**Floorplan with the power grid**

Pins as bars on the die edge.
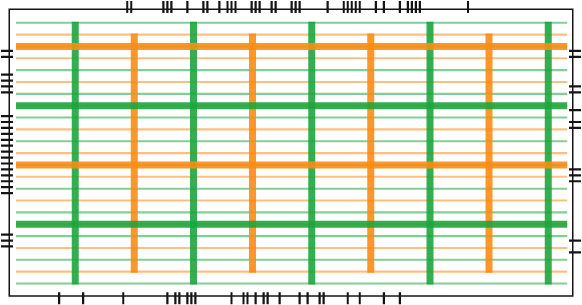
**Selected gate families**

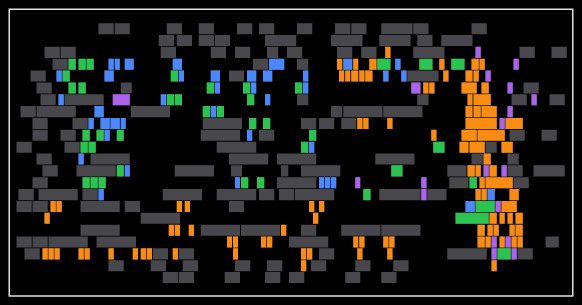
**Cell classes on the final placement**

The bar under the picture is 50 um long. Fill, decap, tap and diode cells in gray.
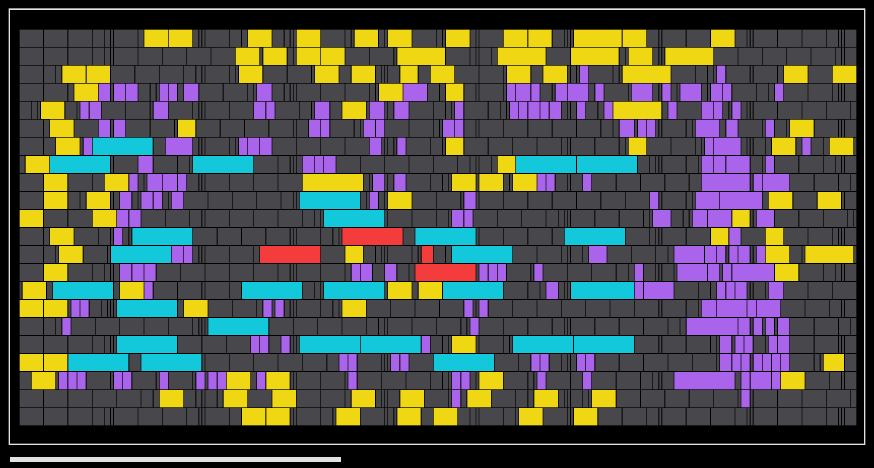
**Clock routing**

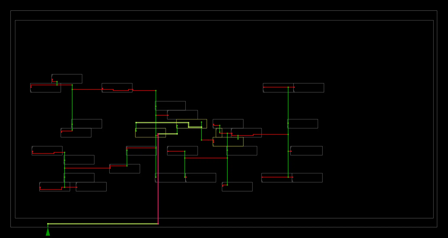
**Sequential cells colored by netlist name**

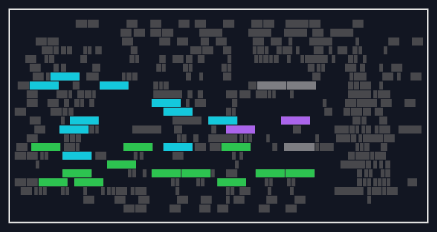
### src/rtl/sprite_palette_arbiter_if.sv
// Handshake bundle between the sprite layers, the shared palette lookup and the compositor.
interface sprite_palette_arbiter_if #(
    parameter int NUM_REQ = 3,
    parameter int IDX_W   = 4,
    parameter int TAG_W   = 10
);
    localparam int SRC_W = $clog2(NUM_REQ);

    logic [NUM_REQ-1:0]       req_valid;
    logic [NUM_REQ-1:0]       req_ready;
    logic [NUM_REQ*IDX_W-1:0] req_index;
    logic [NUM_REQ*TAG_W-1:0] req_tag;

    logic [IDX_W-1:0]         pal_index;
    logic [3:0]               pal_red;
    logic [3:0]               pal_green;
    logic [3:0]               pal_blue;

    logic                     out_valid;
    logic                     out_ready;
    logic [3:0]               out_red;
    logic [3:0]               out_green;
    logic [3:0]               out_blue;
    logic [SRC_W-1:0]         out_src;
    logic [TAG_W-1:0]         out_tag;
    logic                     out_transparent;

    modport slave (
        input  req_valid, req_index, req_tag, pal_red, pal_green, pal_blue, out_ready,
        output req_ready, pal_index, out_valid, out_red, out_green, out_blue,
               out_src, out_tag, out_transparent
    );

    modport master (
        output req_valid, req_index, req_tag, pal_red, pal_green, pal_blue, out_ready,
        input  req_ready, pal_index, out_valid, out_red, out_green, out_blue,
               out_src, out_tag, out_transparent
    );
endinterface

### src/rtl/sprite_palette_arbiter.sv
// Round-robin arbiter sharing one palette lookup among sprite layers; registered colour out.
// Optional feature macro: PAL_FLASH_EN (blinks requester 0 white every 4 frames).
module sprite_palette_arbiter #(
    parameter int NUM_REQ         = 3,
    parameter int IDX_W           = 4,
    parameter int TAG_W           = 10,
    parameter int TRANSPARENT_IDX = 0
) (
    input logic clk,
    input logic reset_n,
`ifdef PAL_FLASH_EN
    input logic flash_en,
    input logic frame_start,
`endif
    sprite_palette_arbiter_if.slave bus
);
    localparam int SRC_W = $clog2(NUM_REQ);

    logic [SRC_W-1:0] rr_ptr_q;
    logic             out_valid_q;
    logic [11:0]      colour_q;
    logic [SRC_W-1:0] src_q;
    logic [TAG_W-1:0] tag_q;
    logic             transp_q;

    logic             can_accept;
    logic             found;
    logic             do_grant;
    logic [SRC_W-1:0] grant_id;
    logic [IDX_W-1:0] grant_index;
    logic [TAG_W-1:0] grant_tag;
    logic             transp_d;
    logic [11:0]      colour_d;
    int unsigned      cand;

`ifdef PAL_FLASH_EN
    logic [2:0] flash_cnt_q;

    always_ff @(posedge clk or negedge reset_n) begin
        if (!reset_n) begin
            flash_cnt_q <= 3'd0;
        end else if (!flash_en) begin
            flash_cnt_q <= 3'd0;
        end else if (frame_start) begin
            flash_cnt_q <= flash_cnt_q + 3'd1;
        end
    end
`endif

    // NOTE: every always_comb output gets a default first so no path can infer a latch.
    always_comb begin
        can_accept = !out_valid_q || bus.out_ready;
        found      = 1'b0;
        grant_id   = '0;
        cand       = 0;
        // Search starts just after the last winner, so the last winner has lowest priority.
        for (int k = 1; k <= NUM_REQ; k++) begin
            cand = (int'(rr_ptr_q) + k) % NUM_REQ;
            if (!found && bus.req_valid[cand]) begin
                found    = 1'b1;
                grant_id = SRC_W'(cand);
            end
        end
        do_grant    = reset_n && can_accept && found;
        grant_index = bus.req_index[grant_id*IDX_W +: IDX_W];
        grant_tag   = bus.req_tag[grant_id*TAG_W +: TAG_W];
        transp_d    = (grant_index == IDX_W'(TRANSPARENT_IDX));
        colour_d    = {bus.pal_red, bus.pal_green, bus.pal_blue};
`ifdef PAL_FLASH_EN
        if (grant_id == '0 && flash_en && flash_cnt_q[2] && !transp_d) begin
            colour_d = 12'hFFF;
        end
`endif
    end

    assign bus.req_ready = do_grant ? (NUM_REQ'(1) << grant_id) : '0;
    assign bus.pal_index = do_grant ? grant_index : '0;

    // NOTE: state updates use non-blocking assignments so every register samples pre-edge values.
    always_ff @(posedge clk or negedge reset_n) begin
        if (!reset_n) begin
            out_valid_q <= 1'b0;
            colour_q    <= 12'h000;
            src_q       <= '0;
            tag_q       <= '0;
            transp_q    <= 1'b0;
            rr_ptr_q    <= SRC_W'(NUM_REQ - 1);
        end else if (do_grant) begin
            out_valid_q <= 1'b1;
            colour_q    <= colour_d;
            src_q       <= grant_id;
            tag_q       <= grant_tag;
            transp_q    <= transp_d;
            rr_ptr_q    <= grant_id;
        end else if (can_accept) begin
            // Output drained with nobody asking: data fields keep their last values.
            out_valid_q <= 1'b0;
        end
    end

    assign bus.out_valid       = out_valid_q;
    assign bus.out_red         = colour_q[11:8];
    assign bus.out_green       = colour_q[7:4];
    assign bus.out_blue        = colour_q[3:0];
    assign bus.out_src         = src_q;
    assign bus.out_tag         = tag_q;
    assign bus.out_transparent = transp_q;
endmodule

### src/flat_wrapper.sv
// flat-port wrapper written by rule: the top's interface ports become plain ports
module sprite_palette_arbiter_flat 
#(
    parameter int NUM_REQ         = 3,
    parameter int IDX_W           = 4,
    parameter int TAG_W           = 10,
    parameter int TRANSPARENT_IDX = 0
)
  (clk, reset_n, bus_req_valid, bus_req_index, bus_req_tag, bus_pal_red, bus_pal_green, bus_pal_blue, bus_out_ready, bus_req_ready, bus_pal_index, bus_out_valid, bus_out_red, bus_out_green, bus_out_blue, bus_out_src, bus_out_tag, bus_out_transparent);
  sprite_palette_arbiter_if #(.NUM_REQ(NUM_REQ), .IDX_W(IDX_W), .TAG_W(TAG_W)) bus_i ();
  input logic clk;
  input logic reset_n;
  input wire logic [$bits(bus_i.req_valid)-1:0] bus_req_valid;
  input wire logic [$bits(bus_i.req_index)-1:0] bus_req_index;
  input wire logic [$bits(bus_i.req_tag)-1:0] bus_req_tag;
  input wire logic [$bits(bus_i.pal_red)-1:0] bus_pal_red;
  input wire logic [$bits(bus_i.pal_green)-1:0] bus_pal_green;
  input wire logic [$bits(bus_i.pal_blue)-1:0] bus_pal_blue;
  input wire logic [$bits(bus_i.out_ready)-1:0] bus_out_ready;
  output wire logic [$bits(bus_i.req_ready)-1:0] bus_req_ready;
  output wire logic [$bits(bus_i.pal_index)-1:0] bus_pal_index;
  output wire logic [$bits(bus_i.out_valid)-1:0] bus_out_valid;
  output wire logic [$bits(bus_i.out_red)-1:0] bus_out_red;
  output wire logic [$bits(bus_i.out_green)-1:0] bus_out_green;
  output wire logic [$bits(bus_i.out_blue)-1:0] bus_out_blue;
  output wire logic [$bits(bus_i.out_src)-1:0] bus_out_src;
  output wire logic [$bits(bus_i.out_tag)-1:0] bus_out_tag;
  output wire logic [$bits(bus_i.out_transparent)-1:0] bus_out_transparent;
  assign bus_i.req_valid = bus_req_valid;
  assign bus_i.req_index = bus_req_index;
  assign bus_i.req_tag = bus_req_tag;
  assign bus_i.pal_red = bus_pal_red;
  assign bus_i.pal_green = bus_pal_green;
  assign bus_i.pal_blue = bus_pal_blue;
  assign bus_i.out_ready = bus_out_ready;
  assign bus_req_ready = bus_i.req_ready;
  assign bus_pal_index = bus_i.pal_index;
  assign bus_out_valid = bus_i.out_valid;
  assign bus_out_red = bus_i.out_red;
  assign bus_out_green = bus_i.out_green;
  assign bus_out_blue = bus_i.out_blue;
  assign bus_out_src = bus_i.out_src;
  assign bus_out_tag = bus_i.out_tag;
  assign bus_out_transparent = bus_i.out_transparent;
  sprite_palette_arbiter #(.NUM_REQ(NUM_REQ), .IDX_W(IDX_W), .TAG_W(TAG_W), .TRANSPARENT_IDX(TRANSPARENT_IDX)) u_core (.clk(clk), .reset_n(reset_n), .bus(bus_i));
endmodule
### config.mk
export PLATFORM = sky130hd
export DESIGN_NAME = sprite_palette_arbiter_flat
export DESIGN_NICKNAME = d
export VERILOG_FILES = /design/src/rtl/sprite_palette_arbiter_if.sv /design/src/rtl/sprite_palette_arbiter.sv /design/src/flat_wrapper.sv
export SDC_FILE = /design/constraint.sdc
export NUM_CORES = 1
export LEC_CHECK = 0
export ABC_AREA = 1
export CAP_MARGIN = 15
export CELL_PAD_IN_SITES_DETAIL_PLACEMENT = 0
export CELL_PAD_IN_SITES_GLOBAL_PLACEMENT = 2
export CORE_ASPECT_RATIO = 0.5
export CORE_MARGIN = 1
export CORE_UTILIZATION = 21
export DETAILED_ROUTE_END_ITERATION = 10
export PLACE_DENSITY_LB_ADDON = 0.1
export SETUP_SLACK_MARGIN = 0.5
export SYNTH_ARGS = -nofsm -noshare
export SYNTH_HDL_FRONTEND = slang
export SYNTH_SLANG_ARGS = --single-unit
export TNS_END_PERCENT = 50
### constraint.sdc
create_clock -name clk -period 3.9 [get_ports clk]
set_clock_uncertainty 0.05 [all_clocks]
set_input_delay 0.78 -clock clk [delete_from_list [all_inputs] [get_ports clk]]
set_output_delay 0.78 -clock clk [all_outputs]
set_load 0.05 [all_outputs]
==> flow_metrics.py <==
# Auto-generated metrics
metrics = {
    "yosys": {
        "ys_warn_count": 0,
        "synthTopCellsByArea": "dfrtp_1, nand2_1, a21oi_1",
        "ys_seq_share_pct": 40.0,
        "netlist_area_sq_um": 1690,
        "ys_cells": 237,
        "most_common_cell": "nand2_1",
        "ys_types": 26,
        "top_cell_area_share_pct": 38.4,
        "top_area_cell": "dfrtp_1",
        "yosysChipArea_sq_um": 1690,
        "avgSynthCellArea_sq_um": 7.14,
        "fp_nets": 301,
        "edf_count": 0,
        "top_cells_by_count": "nand2_1, nor2_1, dfrtp_1, a21oi_1, nand3_1",
        "flop_cell": "dfrtp_1",
        "numSynthFlops": 27,
        "synthArstFlopShare_pct": 100,
        "postSynthCellCount": 237,
    },
    "final_layout": {
        "top_register": "u_core.colour_q",
        "largest_reg_flops": 12,
        "diodes": 0,
        "seq_cells": 27,
        "largest_class": "non-clock buffers",
        "layout-drive-gt1-share_pct": 19.2,
        "nonClkBufAreaFrac_pct": 36.3,
        "synthToLayoutAreaGrowth_pct": 80.4,
        "logic_gate_count": 180,
        "nNonClkBuffers": 104,
        "fill_cells": 769,
        "inv_count": 19,
        "clkCellAreaFrac_pct": 2.62,
        "mi_logic_area_sq_um": 971,
        "fin_nets": 399,
    },
    "timing": {
        "slew_headroom_pct": 65.4,
        "setup_viol": 0,
        "fmax_mhz": 298,
        "grt_setup_unrepaired": "true",
        "slew_violations": 0,
        "tns_ns": 0,
        "fin_crit_ns": 3.36,
        "worst_pin_slew_ns": 0.518,
        "setup_ws_ns": 0.541,
        "hold_viol_final": 0,
        "whs_ns": 0.431,
        "fin_crit_sh_pct": 86.1,
    },
    "detailed_routing": {
        "vias": 1882,
        "totalWireLength_mm": 5.65,
        "ant_nets": 0,
        "drtIter0Drc": 62,
        "vias_per_cell": 4.26,
        "drc": 0,
        "wl_per_cell_um": 12.8,
        "firstDrtPassIters": 4,
    },
    "grt": {
        "grtUsageTotal_pct": 12.5,
        "use_met1_pct": 17.0,
        "grt_overflow": 0,
        "use_met2_pct": 20.5,
        "grt_pass1_vias": 1738,
        "antenna_found_initial": 0,
        "grt_pass1_wl_mm": 8.10,
        "grt_max_degree": 28,
        "globalRouteMet3Util_pct": 3.01,
        "grt.busiest_layer": "met2",
    },
    "job": {
        "maxCapViolCount": 0,
        "tool_warnings": 30,
    },
    "setup_path": {
        "cp_num_buf_inv": 4,
        "reg2reg_depth": 13,
        "critPathTopFamily": "buffers and inverters",
        "cp_max_fo": 6,
        "cpMostUsedCell": "nand2_1",
        "crit_chain": "clkdlybuf4s50_1 > inv_2 > o21ai_0 > nand2_1 > nand2_1 > inv_2 > nand3_2 > nand2_4 > nand2_1 > nand3_1 > a21oi_2 > buf_12",
        "slowest_stage": "clkdlybuf4s50_1",
        "cp.arrival_ns": 2.53,
        "path_depth": 12,
        "required_ns": 3.07,
        "slowest_delay_ns": 0.50,
        "crit_type": "input pin to primary output",
        "cp-start-kind": "input pin",
        "worstSetupEndpointType": "primary output",
    },
    "placed_design": {
        "preCtsSetupSlack_ns": 0.269,
        "placed_area_sq_um": 2770,
        "io_buffers": 92,
        "dp.cells": 429,
        "gp_congestion": 0.839,
        "dpl.hpwl_mm": 3.99,
    },
    "die": {
        "chip_area_sq_um": 8450,
        "tap_cells": 108,
        "die_w_um": 129,
        "initial_utilization_pct": 22.4,
        "io-pin-count": 93,
    },
    "outcome": {
        "status": "completed",
    },
    "min_path": {
        "holdPathStages": 2,
        "hp-class": "flip-flop to flip-flop",
    },
    "cts": {
        "clkTransAtPathRegs_ns": 0.06,
        "h-tree-depth": 1,
        "post_cts.repair.setup_buffers": 3,
        "cts_tree": "done",
        "post_cts_resized": 12,
        "hold_buffers": 0,
        "clkLatencyLatePin_ns": 0.25,
        "cts_root_buf": "clkbuf_16",
        "clockBufferDepth": 2,
    },
}
-- 'floorplan with the power grid' (at the start) --
| net | color |
|---|---|
| VDD | orange |
| VSS | green |
rows: 22
met5 straps: 4
met1 rails: 23
height of the die: 65.5 um
core area: 7570 sq um

-- 'selected gate families' (at the start) --
| family | color | cells |
|---|---|---|
| nor cells | blue | 40 |
| inv cells | purple | 19 |
| nand cells | orange | 96 |
| aoi and oai cells | green | 40 |
post-route insts no fill: 442
multi-input combinational area share: 31.8%
most frequent logic cell in the layout: clkdlybuf4s50_1

-- 'cell classes on the final placement' (at the start) --
| class | color | cells |
|---|---|---|
| sequential cells | cyan | 27 |
| combinational and other logic | purple | 199 |
| remaining buffers and delay cells | yellow | 104 |
| clock drivers and dummy loads | red | 4 |
sequential share of cell area: 22.2%
Rows: 22
Final Core Density: 40.3%
post-route cell area: 3050 sq um

-- 'clock routing' (at the start) --
Num CTS Buffers: 3
CTS sink count: 27
Clock Buffer Count: 3

-- 'sequential cells colored by netlist name' (at the start) --
| name in the netlist | color | flops |
|---|---|---|
| u_core.bus.out_tag | cyan | 10 |
| u_core.bus.out_src | purple | 2 |
| u_core.colour_q | green | 12 |
FF+latch area: 677 sq um

[layout by cell type, fill, tap and decap left out, types with 2 or more instances in the layout]
| cell type | count |
|---|---|
| a21oi_2 | 3 |
| inv_2 | 7 |
| nand2_2 | 2 |
| buf_12 | 8 |
| a21oi_1 | 21 |
| ha_1 | 3 |
| nor2_1 | 27 |
| clkbuf_16 | 4 |
| nand3_2 | 5 |
| nand2_4 | 2 |
| o21ai_0 | 2 |
| nand3_1 | 16 |
| o21ai_1 | 9 |
| nor2_2 | 11 |
| nand3_4 | 2 |
| buf_4 | 10 |
| dfrtp_1 | 26 |
| clkdlybuf4s50_1 | 84 |
| nand2_1 | 67 |
| inv_1 | 10 |
[routing by layer]
layer  routed length (um)  share of wire [%]
met5                    0                  0
met4                   43               0.76
met3                  261                4.6
met2                 2530                 45
met1                 2820                 50
[cells by family (layout without fill, tap and decap cells)]
family	after synthesis	count (layout)	synth area share [%]
adders and majority gates	4	4	2.96
and+or+nand+nor	136	136	35.6
buffers and inverters	30	127	9.16
DFF	27	27	40.0
AOI/OAI and AO/OA	40	40	12.3
[final timing paths]
kind,start,endpoint,slack [ns]
worst max-delay path,bus_req_valid[2],bus_pal_index[1],0.54
worst min-delay path,u_core.colour_q[7],u_core.colour_q[7],0.43
worst max register to register,u_core.rr_ptr_q[1],u_core.bus.out_tag[7],1.08
worst min register to register,u_core.colour_q[7],u_core.colour_q[7],0.43
max in group asynchronous,reset_n,u_core.rr_ptr_q[1],2.49
min in group asynchronous,reset_n,u_core.bus.out_tag[5],0.99
